**src/rtl/hack_serial_pkg.sv**
```systemverilog
// Shared constants for both ends of the Hack bit-serial link.
// The serializer imports the same values, so both ends agree on word width and bit order.
package hack_serial_pkg;

  localparam int WORD_W            = 16;
  localparam int CNT_W             = $clog2(WORD_W);
  localparam bit LSB_FIRST_DEFAULT = 1'b1;

  // The output buffer is either empty or holding an undelivered word.
  // The assembly register keeps filling in both states.
  typedef enum logic [0:0] {
    EMPTY_FILL = 1'b0,
    FULL_FILL  = 1'b1
  } fill_state_t;

  // Returns the word slot for the bit at serial position pos.
  function automatic int slotIndex(input int pos, input int width, input bit lsbFirst);
    return lsbFirst ? pos : (width - 1 - pos);
  endfunction

endpackage

```
**src/rtl/dmux_onehot.sv**
```systemverilog
// WIDTH-way demultiplexer that turns a slot index and a strobe into one-hot write enables.
// It is the counterpart of the select mux in the serializer.
module dmux_onehot
  import hack_serial_pkg::*;
#(
  parameter int WIDTH = WORD_W,
  parameter int IDX_W = CNT_W
) (
  input  logic [IDX_W-1:0] i_idx,
  input  logic             i_en,
  output logic [WIDTH-1:0] o_onehot
);

  // Raise exactly the one enable that i_idx selects, and only while i_en is high.
  always_comb begin
    o_onehot = '0;
    for (int k = 0; k < WIDTH; k++) begin
      o_onehot[k] = i_en && (i_idx == IDX_W'(k));
    end
  end

endmodule

```
**src/rtl/serial_word_deserializer.sv**
```systemverilog
// Receives the bit-serial Hack link and assembles one WIDTH-bit word per frame.
// Each accepted bit goes into its own slot of an assembly register.
// A finished word is handed out through a single-entry valid/ready buffer.
module serial_word_deserializer
  import hack_serial_pkg::*;
#(
  parameter int WIDTH     = WORD_W,
  parameter bit LSB_FIRST = LSB_FIRST_DEFAULT
) (
  input  logic             clk,
  input  logic             reset,
  input  logic             in_bit,
  input  logic             in_valid,
  input  logic             in_start,
  output logic             in_ready,
  output logic [WIDTH-1:0] out_word,
  output logic             out_valid,
  input  logic             out_ready,
  output logic             sync_err
);

  localparam int               IDX_W    = $clog2(WIDTH);
  localparam logic [IDX_W-1:0] LAST_POS = IDX_W'(WIDTH - 1);

  fill_state_t      r_state;
  fill_state_t      w_stateNext;
  logic [IDX_W-1:0] r_count;
  logic [WIDTH-1:0] r_asm;
  logic [WIDTH-1:0] r_outWord;
  logic             r_syncErr;

  logic             w_atLast;
  logic             w_accept;
  logic             w_restart;
  logic             w_complete;
  logic [IDX_W-1:0] w_pos;
  logic [IDX_W-1:0] w_slotIdx;
  logic [WIDTH-1:0] w_writeEn;
  logic [WIDTH-1:0] w_asmBase;
  logic [WIDTH-1:0] w_asmMerged;

  // Only the final bit of a word must wait for the output buffer.
  // Every earlier bit lands in the assembly register, so it can always be taken.
  assign w_atLast   = (r_count == LAST_POS);
  assign in_ready   = !(w_atLast && out_valid && !out_ready);
  assign w_accept   = in_valid && in_ready;
  assign w_restart  = w_accept && in_start;
  assign w_complete = w_accept && !in_start && w_atLast;

  // A start bit always goes to the first slot, whatever the current count is.
  assign w_pos     = in_start ? '0 : r_count;
  assign w_slotIdx = IDX_W'(slotIndex(int'(w_pos), WIDTH, LSB_FIRST));

  dmux_onehot #(
    .WIDTH (WIDTH),
    .IDX_W (IDX_W)
  ) u_dmux (
    .i_idx    (w_slotIdx),
    .i_en     (w_accept),
    .o_onehot (w_writeEn)
  );

  // A restart clears any partial word, so stale bits cannot leak into the new frame.
  assign w_asmBase   = in_start ? '0 : r_asm;
  assign w_asmMerged = (w_asmBase & ~w_writeEn) | (w_writeEn & {WIDTH{in_bit}});

  // Track how many bits are assembled, and restart or empty the register at word boundaries.
  always_ff @(posedge clk or posedge reset) begin
    if (reset) begin
      r_count <= '0;
      r_asm   <= '0;
    end else if (w_accept) begin
      if (w_complete) begin
        r_count <= '0;
        r_asm   <= '0;
      end else if (in_start) begin
        r_count <= IDX_W'(1);
        r_asm   <= w_asmMerged;
      end else begin
        r_count <= r_count + IDX_W'(1);
        r_asm   <= w_asmMerged;
      end
    end
  end

  // Pulse for one cycle when a start bit cuts off a partially received word.
  always_ff @(posedge clk or posedge reset) begin
    if (reset) begin
      r_syncErr <= 1'b0;
    end else begin
      r_syncErr <= w_restart && (r_count != '0);
    end
  end

  // Load the finished word, including the final bit, into the output buffer.
  always_ff @(posedge clk or posedge reset) begin
    if (reset) begin
      r_outWord <= '0;
    end else if (w_complete) begin
      r_outWord <= w_asmMerged;
    end
  end

  // Register the output buffer occupancy state.
  always_ff @(posedge clk or posedge reset) begin
    if (reset) begin
      r_state <= EMPTY_FILL;
    end else begin
      r_state <= w_stateNext;
    end
  end

  // Fill the buffer on completion; drain it on a handshake unless a new word arrives in the same cycle.
  always_comb begin
    w_stateNext = r_state;
    unique case (r_state)
      EMPTY_FILL: if (w_complete) w_stateNext = FULL_FILL;
      FULL_FILL:  if (!w_complete && out_ready) w_stateNext = EMPTY_FILL;
      default:    w_stateNext = EMPTY_FILL;
    endcase
  end

  // Drive the outputs straight from the registered state.
  always_comb begin
    out_valid = (r_state == FULL_FILL);
    out_word  = r_outWord;
    sync_err  = r_syncErr;
  end

endmodule

```
**config.mk**
```make
export PLATFORM = sky130hd
export DESIGN_NAME = serial_word_deserializer
export DESIGN_NICKNAME = d
export VERILOG_FILES = /design/src/rtl/hack_serial_pkg.sv /design/src/rtl/dmux_onehot.sv /design/src/rtl/serial_word_deserializer.sv
export SDC_FILE = /design/constraint.sdc
export NUM_CORES = 1
export LEC_CHECK = 0
export CORE_ASPECT_RATIO = 0.9
export CORE_MARGIN = 2
export CORE_UTILIZATION = 49
export DETAILED_ROUTE_END_ITERATION = 7
export PLACE_DENSITY = 0.74
export REMOVE_ABC_BUFFERS = 1
export SYNTH_ARGS = -nofsm -noshare
export SYNTH_HDL_FRONTEND = slang
export SYNTH_SLANG_ARGS = --single-unit
```
**constraint.sdc**
```tcl
create_clock -name clk -period 1.7 [get_ports clk]
set_input_delay 0.17 -clock clk [delete_from_list [all_inputs] [get_ports clk]]
set_output_delay 0.17 -clock clk [all_outputs]
set_load 0.1 [all_outputs]
```
==> summary.txt <==
run metrics: status=finished, final reports clean, slowest CP cell=dfrtp_1, CP required=1.53 ns, Comb power=0.435 mW, Final period util=between 90% and 100%, biggest area cells=dfrtp_1 (48%), mux2i_1 (5.6%), nand2_1 (5.3%), P_int=1.42 mW, number of max-cap violations=0, Gate power share=a little over a fifth, Crit Path Max Fanout=5, Peak supply drop=approximately 0.54 mV, Critical Path Source=r_count[0], share of layout cells above drive strength 1=between 20% and 30%, antenna violations before repair=0, WHS=0.296 ns, min cycle time layout=~1.6 ns, Clock Latency Late Sink=roughly 0.28 ns, clk_skew=between 0.005 and 0.006 ns, R2R Path Start=r_count[0], Critical Path Stages=4, Top pwr grp=sequential cells, RSZ-0062 raised after global routing=false, clk sinks=38, Synth area leader=dfrtp_1, filler-free cell count of the finished design=around 300, CTS tree=built, GRT Residual Overflow=0, die height=64.3 µm, I/O Pins=25, CTS clock-pin slew for the worst setup and hold paths=0.07 ns, Power Total=2.02 mW, Via Count=about 1700, Mean Syn Cell Area=~9.3 µm², final core utilization=about 65%
cell usage in the layout (no fill, tap or decap), types with 2 or more instances in the layout:
| master | instances |
|---|---|
| o22ai_1 | 9 |
| buf_12 | 4 |
| o21ai_0 | 20 |
| buf_4 | 40 |
| nand3_1 | 5 |
| and3_1 | 2 |
| o211ai_1 | 3 |
| nand2_1 | 28 |
| dfrtp_1 | 38 |
| inv_1 | 15 |
| and3_4 | 2 |
| o21ai_1 | 2 |
| nand4_1 | 4 |
| a21oi_1 | 20 |
| clkdlybuf4s50_1 | 5 |
| o32ai_1 | 2 |
| nor2b_1 | 4 |
| clkbuf_8 | 6 |
| nor2_1 | 9 |
| a21o_1 | 2 |
| mux2i_1 | 11 |
| nand2b_1 | 3 |
| a31oi_1 | 3 |
routing by layer:
layer  routed length [µm]  global-route usage [%]  vias to the layer above
met5                    0                       0                        -
met4                   48                    5.66                        0
met3                  247                    4.42                        7
met2                 2080                    33.9                       60
met1                 2140                    31.5                      810
li1                     -                       -                      834
logic make-up (layout without fill, tap and decap cells):
family,count (synthesis),count (layout),synth area share [%]
buffers and inverters,28,70,6.82
multiplexers,11,11,5.56
AND-OR/OR-AND,67,67,20.0
flip-flops,38,38,48.0
adder cells (fa/ha/maj),2,2,1.26
AND/OR/NAND/NOR,68,68,18.4
layout make-up:
cell class / instances / area, µm² / area share, %
well taps: 46 / 57.6 / 2.32
multi-input cells: 148 / 906 / 36.5
clock buffers: 6 / 82.6 / 3.32
flip-flops and latches: 38 / 951 / 38.3
repair buffers: 49 / 430 / 17.3
inverters: 15 / 56.3 / 2.27
sequential cells by signal, indices dropped and copies added, names as in the netlist:
register / flops
out_word: 16
out_valid: 1
r_count: 4
r_asm: 16
sync_err: 1
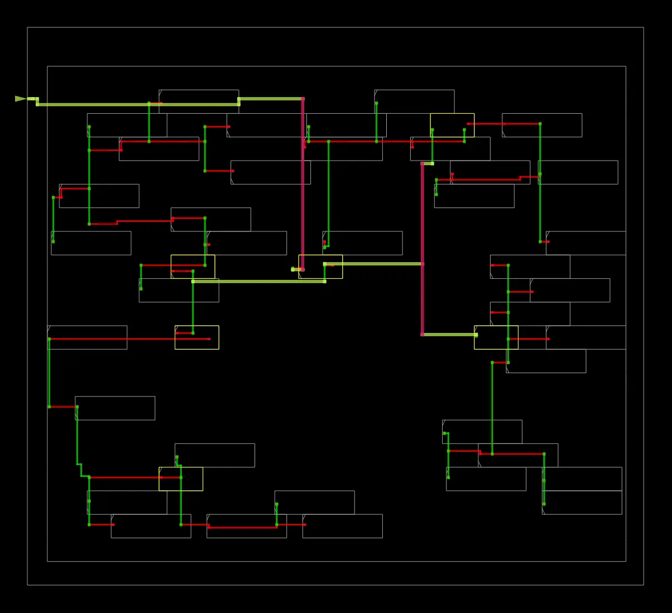
(clock nets)
clk_buf instances: 6
clock distribution power: 0.592 mW

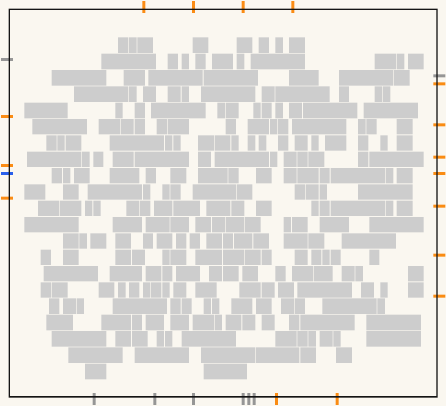
(ports around the boundary)
(6 px per µm) Pins as bars across the die edge, other pins in grey.
[blue] in_start | pins: 1 | direction: input | edge: left
[orange] out_word | pins: 16 | direction: output | edge: 7 right, 4 top, 3 left, 2 bottom

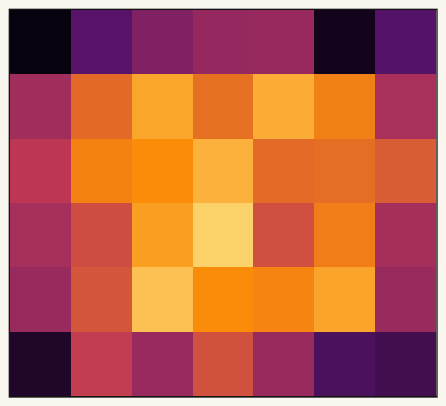
(cell area per tile)
(6 px per µm) 7 x 6 tiles, from black (low) to pale yellow (high), 0 to 100% covered.
fullest tile: 90%
densest ninth of the die: centre
mean over tiles: 53%
tiles over 75% full: 17%

No activity file was given, so power comes from the tool's default toggle rates.
